--- src/rtl/tap_controller_pkg.sv ---
// ---------------------------------------------------------------------------
// tap_controller_pkg
// Shared definitions for the JTAG TAP controller:
//   - tap_state_e : the 16 TAP states with their fixed 4-bit encodings
//   - instruction codes, IR width and IR capture pattern
//   - instr_e / decode_instr : maps a raw IR value onto the operation it selects
// ---------------------------------------------------------------------------
package tap_controller_pkg;

    localparam int IR_WIDTH = 4;

    typedef enum logic [3:0] {
        TLR     = 4'hF,
        RTI     = 4'hC,
        SEL_DR  = 4'h7,
        CAP_DR  = 4'h6,
        SH_DR   = 4'h2,
        EX1_DR  = 4'h1,
        PAU_DR  = 4'h3,
        EX2_DR  = 4'h0,
        UPD_DR  = 4'h5,
        SEL_IR  = 4'h4,
        CAP_IR  = 4'hE,
        SH_IR   = 4'hA,
        EX1_IR  = 4'h9,
        PAU_IR  = 4'hB,
        EX2_IR  = 4'h8,
        UPD_IR  = 4'hD
    } tap_state_e;

    localparam logic [IR_WIDTH-1:0] IR_EXTEST  = 4'b0000;
    localparam logic [IR_WIDTH-1:0] IR_SAMPLE  = 4'b0001;
    localparam logic [IR_WIDTH-1:0] IR_IDCODE  = 4'b0010;
    localparam logic [IR_WIDTH-1:0] IR_BYPASS  = 4'b1111;
    localparam logic [IR_WIDTH-1:0] IR_CAPTURE = 4'b0101;

    typedef enum logic [1:0] {
        INSTR_EXTEST,
        INSTR_SAMPLE,
        INSTR_IDCODE,
        INSTR_BYPASS
    } instr_e;

    // Unknown opcodes fall back to BYPASS so a stray code never touches pins.
    function automatic instr_e decode_instr(input logic [IR_WIDTH-1:0] code);
        instr_e res;
        case (code)
            IR_EXTEST: res = INSTR_EXTEST;
            IR_SAMPLE: res = INSTR_SAMPLE;
            IR_IDCODE: res = INSTR_IDCODE;
            default:   res = INSTR_BYPASS;
        endcase
        return res;
    endfunction

endpackage

--- src/rtl/tap_controller_fsm.sv ---
// ---------------------------------------------------------------------------
// tap_fsm
// IEEE 1149.1 TAP state machine.
// Ports:
//   TCK   in  : test clock, all transitions on rising edge
//   Reset in  : synchronous active-high reset, forces Test-Logic-Reset
//   TMS   in  : test mode select
//   state out : current state encoding (tap_state_e values)
// ---------------------------------------------------------------------------
module tap_fsm
    import tap_controller_pkg::*;
(
    input  logic       TCK,
    input  logic       Reset,
    input  logic       TMS,
    output logic [3:0] state
);

    tap_state_e state_q;
    tap_state_e state_d;

    always_ff @(posedge TCK) begin
        if (Reset) begin
            state_q <= TLR;
        end else begin
            state_q <= state_d;
        end
    end

    always_comb begin
        state_d = state_q;
        case (state_q)
            TLR:    state_d = TMS ? TLR    : RTI;
            RTI:    state_d = TMS ? SEL_DR : RTI;
            SEL_DR: state_d = TMS ? SEL_IR : CAP_DR;
            CAP_DR: state_d = TMS ? EX1_DR : SH_DR;
            SH_DR:  state_d = TMS ? EX1_DR : SH_DR;
            EX1_DR: state_d = TMS ? UPD_DR : PAU_DR;
            PAU_DR: state_d = TMS ? EX2_DR : PAU_DR;
            EX2_DR: state_d = TMS ? UPD_DR : SH_DR;
            UPD_DR: state_d = TMS ? SEL_DR : RTI;
            SEL_IR: state_d = TMS ? TLR    : CAP_IR;
            CAP_IR: state_d = TMS ? EX1_IR : SH_IR;
            SH_IR:  state_d = TMS ? EX1_IR : SH_IR;
            EX1_IR: state_d = TMS ? UPD_IR : PAU_IR;
            PAU_IR: state_d = TMS ? EX2_IR : PAU_IR;
            EX2_IR: state_d = TMS ? UPD_IR : SH_IR;
            UPD_IR: state_d = TMS ? SEL_DR : RTI;
            default: state_d = TLR;
        endcase
    end

    assign state = state_q;

endmodule

--- src/rtl/tap_controller.sv ---
// ---------------------------------------------------------------------------
// tap_controller
// JTAG TAP with IR, BYPASS, IDCODE and control of an external boundary chain.
// Parameter:
//   IDCODE_VALUE : 32-bit device ID, bit 0 must be 1
// Ports:
//   TCK, Reset          : clock and synchronous active-high reset
//   TMS, TDI            : JTAG control / serial data in
//   chain_tdo           : serial output of the boundary chain
//   ShiftDR, ClockDR,
//   UpdateDR, Mode      : boundary chain controls
//   TDO, TDO_en         : serial data out and its valid flag
//   state, ir           : current TAP state and active instruction (debug)
// ---------------------------------------------------------------------------
module tap_controller
    import tap_controller_pkg::*;
#(
    parameter logic [31:0] IDCODE_VALUE = 32'h10A0_D0C1
) (
    input  logic                TCK,
    input  logic                Reset,
    input  logic                TMS,
    input  logic                TDI,
    input  logic                chain_tdo,
    output logic                ShiftDR,
    output logic                ClockDR,
    output logic                UpdateDR,
    output logic                Mode,
    output logic                TDO,
    output logic                TDO_en,
    output logic [3:0]          state,
    output logic [IR_WIDTH-1:0] ir
);

    tap_state_e cur_state;

    logic [IR_WIDTH-1:0] ir_q, ir_d;
    logic [IR_WIDTH-1:0] ir_sr_q, ir_sr_d;
    logic                bypass_q, bypass_d;
    logic [31:0]         idcode_sr_q, idcode_sr_d;

    instr_e instr;
    logic   boundary_sel;
    logic   entering_tlr;

    tap_fsm u_fsm (
        .TCK   (TCK),
        .Reset (Reset),
        .TMS   (TMS),
        .state (state)
    );

    assign cur_state    = tap_state_e'(state);
    assign instr        = decode_instr(ir_q);
    assign boundary_sel = (instr == INSTR_EXTEST) || (instr == INSTR_SAMPLE);

    // TLR is only reachable from SelIR or by staying in TLR, both with TMS=1.
    // Loading IDCODE on that edge makes ir valid on the first cycle in TLR.
    assign entering_tlr = TMS && ((cur_state == TLR) || (cur_state == SEL_IR));

    always_ff @(posedge TCK) begin
        if (Reset) begin
            ir_q        <= IR_IDCODE;
            ir_sr_q     <= '0;
            bypass_q    <= 1'b0;
            idcode_sr_q <= '0;
        end else begin
            ir_q        <= ir_d;
            ir_sr_q     <= ir_sr_d;
            bypass_q    <= bypass_d;
            idcode_sr_q <= idcode_sr_d;
        end
    end

    // ir only changes leaving UpdIR, so no DR scan ever straddles an update.
    always_comb begin
        ir_d        = ir_q;
        ir_sr_d     = ir_sr_q;
        bypass_d    = bypass_q;
        idcode_sr_d = idcode_sr_q;
        case (cur_state)
            CAP_IR: ir_sr_d = IR_CAPTURE;
            SH_IR:  ir_sr_d = {TDI, ir_sr_q[IR_WIDTH-1:1]};
            UPD_IR: ir_d    = ir_sr_q;
            CAP_DR: begin
                bypass_d    = 1'b0;
                idcode_sr_d = IDCODE_VALUE;
            end
            SH_DR: begin
                bypass_d    = TDI;
                idcode_sr_d = {TDI, idcode_sr_q[31:1]};
            end
            default: ;
        endcase
        if (entering_tlr) begin
            ir_d = IR_IDCODE;
        end
    end

    // Chain strobes and TDO are gated by Reset so they drop the moment reset
    // is raised, not only after the next edge; this also kills any UpdateDR.
    always_comb begin
        ClockDR  = 1'b0;
        ShiftDR  = 1'b0;
        UpdateDR = 1'b0;
        Mode     = 1'b0;
        TDO      = 1'b0;
        TDO_en   = 1'b0;
        if (!Reset) begin
            Mode = (instr == INSTR_EXTEST);
            if (boundary_sel) begin
                ClockDR  = (cur_state == CAP_DR) || (cur_state == SH_DR);
                ShiftDR  = (cur_state == SH_DR);
                UpdateDR = (cur_state == UPD_DR);
            end
            if (cur_state == SH_IR) begin
                TDO    = ir_sr_q[0];
                TDO_en = 1'b1;
            end else if (cur_state == SH_DR) begin
                TDO_en = 1'b1;
                case (instr)
                    INSTR_IDCODE: TDO = idcode_sr_q[0];
                    INSTR_EXTEST,
                    INSTR_SAMPLE: TDO = chain_tdo;
                    default:      TDO = bypass_q;
                endcase
            end
        end
    end

    assign ir = ir_q;

endmodule

--- config.mk ---
export PLATFORM = sky130hd
export DESIGN_NAME = tap_controller
export DESIGN_NICKNAME = d
export VERILOG_FILES = /design/src/rtl/tap_controller_pkg.sv /design/src/rtl/tap_controller_fsm.sv /design/src/rtl/tap_controller.sv
export SDC_FILE = /design/constraint.sdc
export NUM_CORES = 1
export LEC_CHECK = 0
export CAP_MARGIN = 25
export CORE_UTILIZATION = 44
export DETAILED_ROUTE_END_ITERATION = 8
export GPL_ROUTABILITY_DRIVEN = 0
export PLACE_DENSITY = 0.73
export SETUP_SLACK_MARGIN = 0.02
export SYNTH_ARGS = -nofsm -noshare
export SYNTH_HDL_FRONTEND = slang
export SYNTH_SLANG_ARGS = --single-unit
--- constraint.sdc ---
create_clock -name TCK -period 4.1 [get_ports TCK]
set_input_delay 0.41 -clock TCK [delete_from_list [all_inputs] [get_ports TCK]]
set_output_delay 0.41 -clock TCK [all_outputs]
set_load 0.01 [all_outputs]
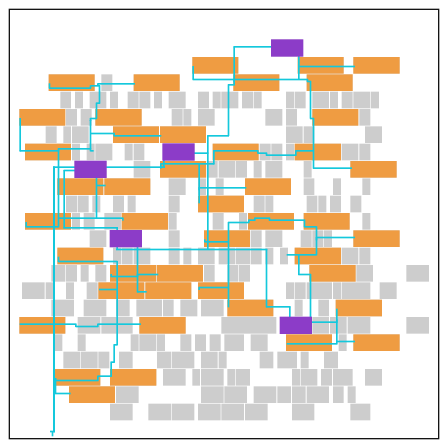
Fig. 1. Clock wires, drivers and flops.
purple -> cells driving clock nets  # count 5
orange -> flip-flops  # count 44
cyan -> clock wires  # length 529 um
routed clock nets = 6

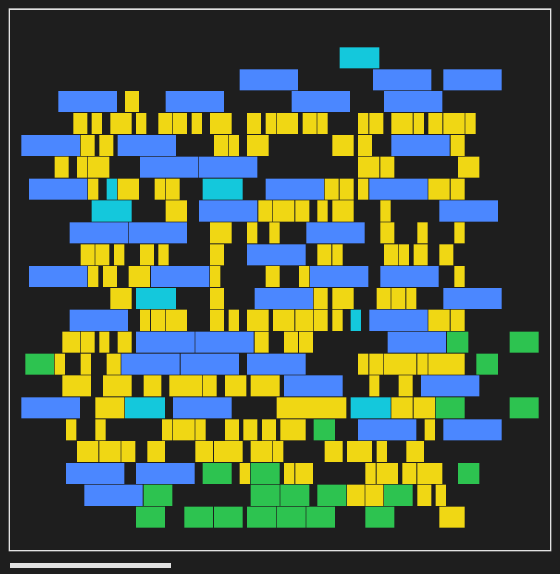
Fig. 2. Placement by cell class.
Bar = 20 um.
green -> other buffers and delay cells  # cells 22, share of their area 10%
cyan -> clock drivers and dummy loads  # cells 8, share of their area 4.3%
blue -> flip-flops  # cells 44, share of their area 42%
yellow -> all other logic  # cells 157, share of their area 43%
Layout Utilization: 0.5307
fin area: 2138 um^2

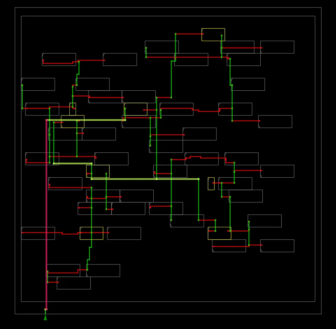
Fig. 3. Clock wiring as the flow saved it.
Setup Skew: 2.139 ps
FFs & Latches: 44

==> results_dict.tcl <==
# metrics dict for downstream scripts
set metrics [dict create \
    pwr-share-clk 0.325 \
    wl_met1_mm 1.883 \
    ys_sh_simple 0.3275 \
    power_mw 0.8472 \
    fin_cells 281 \
    holdPathStages 2 \
    cts-root-buf "clkbuf_8" \
    cp.depth 5 \
    detail-route-antenna-nets 0 \
    end_kind "output port" \
    p_seq_frac 0.545 \
    dr_wl_met3_um 79 \
    clkTransAtPathRegs_ps 80 \
    required_ps 3690 \
    status "finished clean" \
    dp_slack_ps 1507 \
    worst_pin_slew_ps 628.5 \
    lay_top_cells "44 x dfxtp_1, 27 x nand2_1, 27 x a21oi_1" \
    avgRoutedWirePerCell_um 12.85 \
    diodes 0 \
    aoi_share 0.1179 \
    buffers 22 \
    pg_seq_mw 0.462 \
    cts_tree "done" \
    slew_viol_final 0 \
    rsz0062_at_grt "no" \
    switchingPower_mw 0.2168 \
    ff_type "dfxtp_1" \
    fin_ws_ps 1486 \
    setup_tns_ps 0 \
    setup_viol 0 \
    fa_ha_area_frac 0 \
    relSlewSlack 0.5804 \
    yosys.stat.seqShare 0.4715 \
    clk_path_buf_depth 2 \
    fmax_ghz 0.3825 \
    hold_end "idcode_sr_q[20]$_SDFFE_PP0N_" \
    critPathMaxFanout 45 \
    grt_start_max_net_pins 46 \
    critical_path.startpoint "Reset" \
    critPathArrivalTime_ps 2200 \
    hold_class "reg2reg" \
    p_per_area_nw_per_um2 396.2 \
    rr_startpoint "u_fsm.state[3]$_SDFF_PP1_" \
    routed_via_density 5.448 \
    portBuffers 18 \
    n_all_inverters 3 \
    worstRegToRegCells 3 \
    largest_cell_class "logic gates" \
    bufAreaShareNonClock 0.09830 \
    clkCellAreaFrac 0.04213 \
    floorplan.nets 227 \
    p_comb_mw 0.110 \
    drc_errors 0 \
    coreArea_um2 4029 \
    ios 19 \
    ys_sh_mux 0.02746 \
    edf_count 0 \
    flop_area_um2 880.8 \
    max_stage_delay_ps 530 \
    dpl-instance-area_um2 2048 \
    gr-total-overflow 0 \
    floorplan.core_util 0.4637 \
    syn_area_per_cell_um2 8.415 \
]
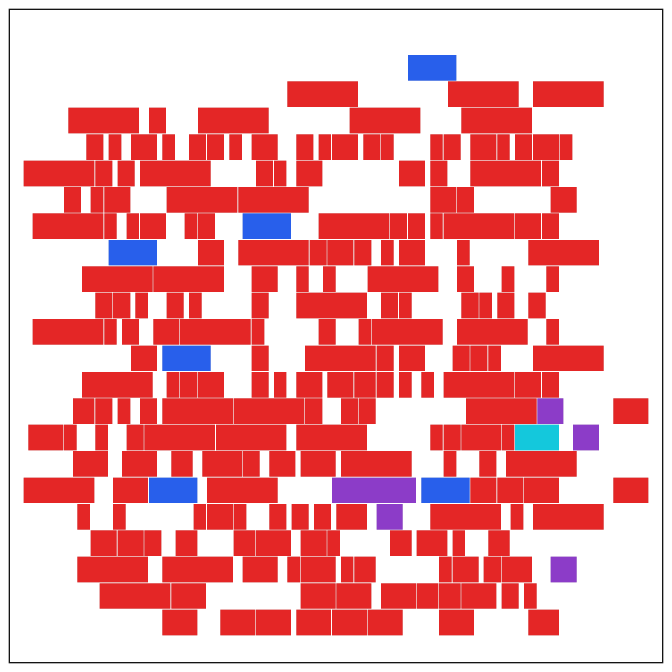
Fig. 4. Sizing map.
purple -> drive 3 to 4  # cells 5, share 2.2%, most used buf_4
red -> drive 1 or less  # cells 219, share 95%, most used dfxtp_1
cyan -> drive 2  # cells 1, share 0.43%, most used nor3b_2
blue -> drive 6 and up  # cells 6, share 2.6%, most used clkbuf_8

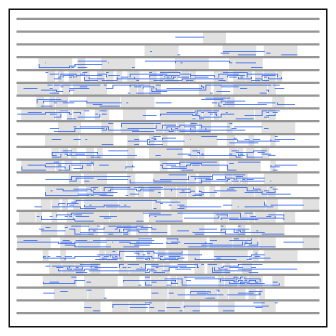
Fig. 5. Metal 1.
Supply wires on this layer in grey. Cells faint in the background.
nets with wire on the layer = 213
share of all routed wire = 52%
Post-Route WL: 3.610 mm
vias: 1,531
GR Util met1: 0.2361

worst register-to-register path, cell delays in order, from the launching register on:
cell      delay [ps]
dfxtp_1          730
nand4b_4         210
mux2_1           340
or3_1            300
sequential cells by signal, summed over array words and instances (netlist names):
signal and count:
ir_sr_q 4, bypass_q 1, u_fsm.state 4, idcode_sr_q 31, ir 4
synthesized netlist by cell type, drive strengths merged, types with 2 or more instances:
library cell   n  area (um^2)
mux2i          4        40.04
a21o           2        15.01
dfxtp         44        880.8
a211oi         3        22.52
or3            2        12.51
nand2         27        101.4
nand2b         4        25.02
nor3          25        125.1
buf           11        55.05
nor2          18        67.56
a21oi         27        135.1
inv            3        11.26
nor3b          2        20.02
nand3b        23        172.7
nor4           2        12.51
a211o          2        17.52
nand3          2        10.01
clkbuf        10        37.54
Power and IR drop assume default switching activity.
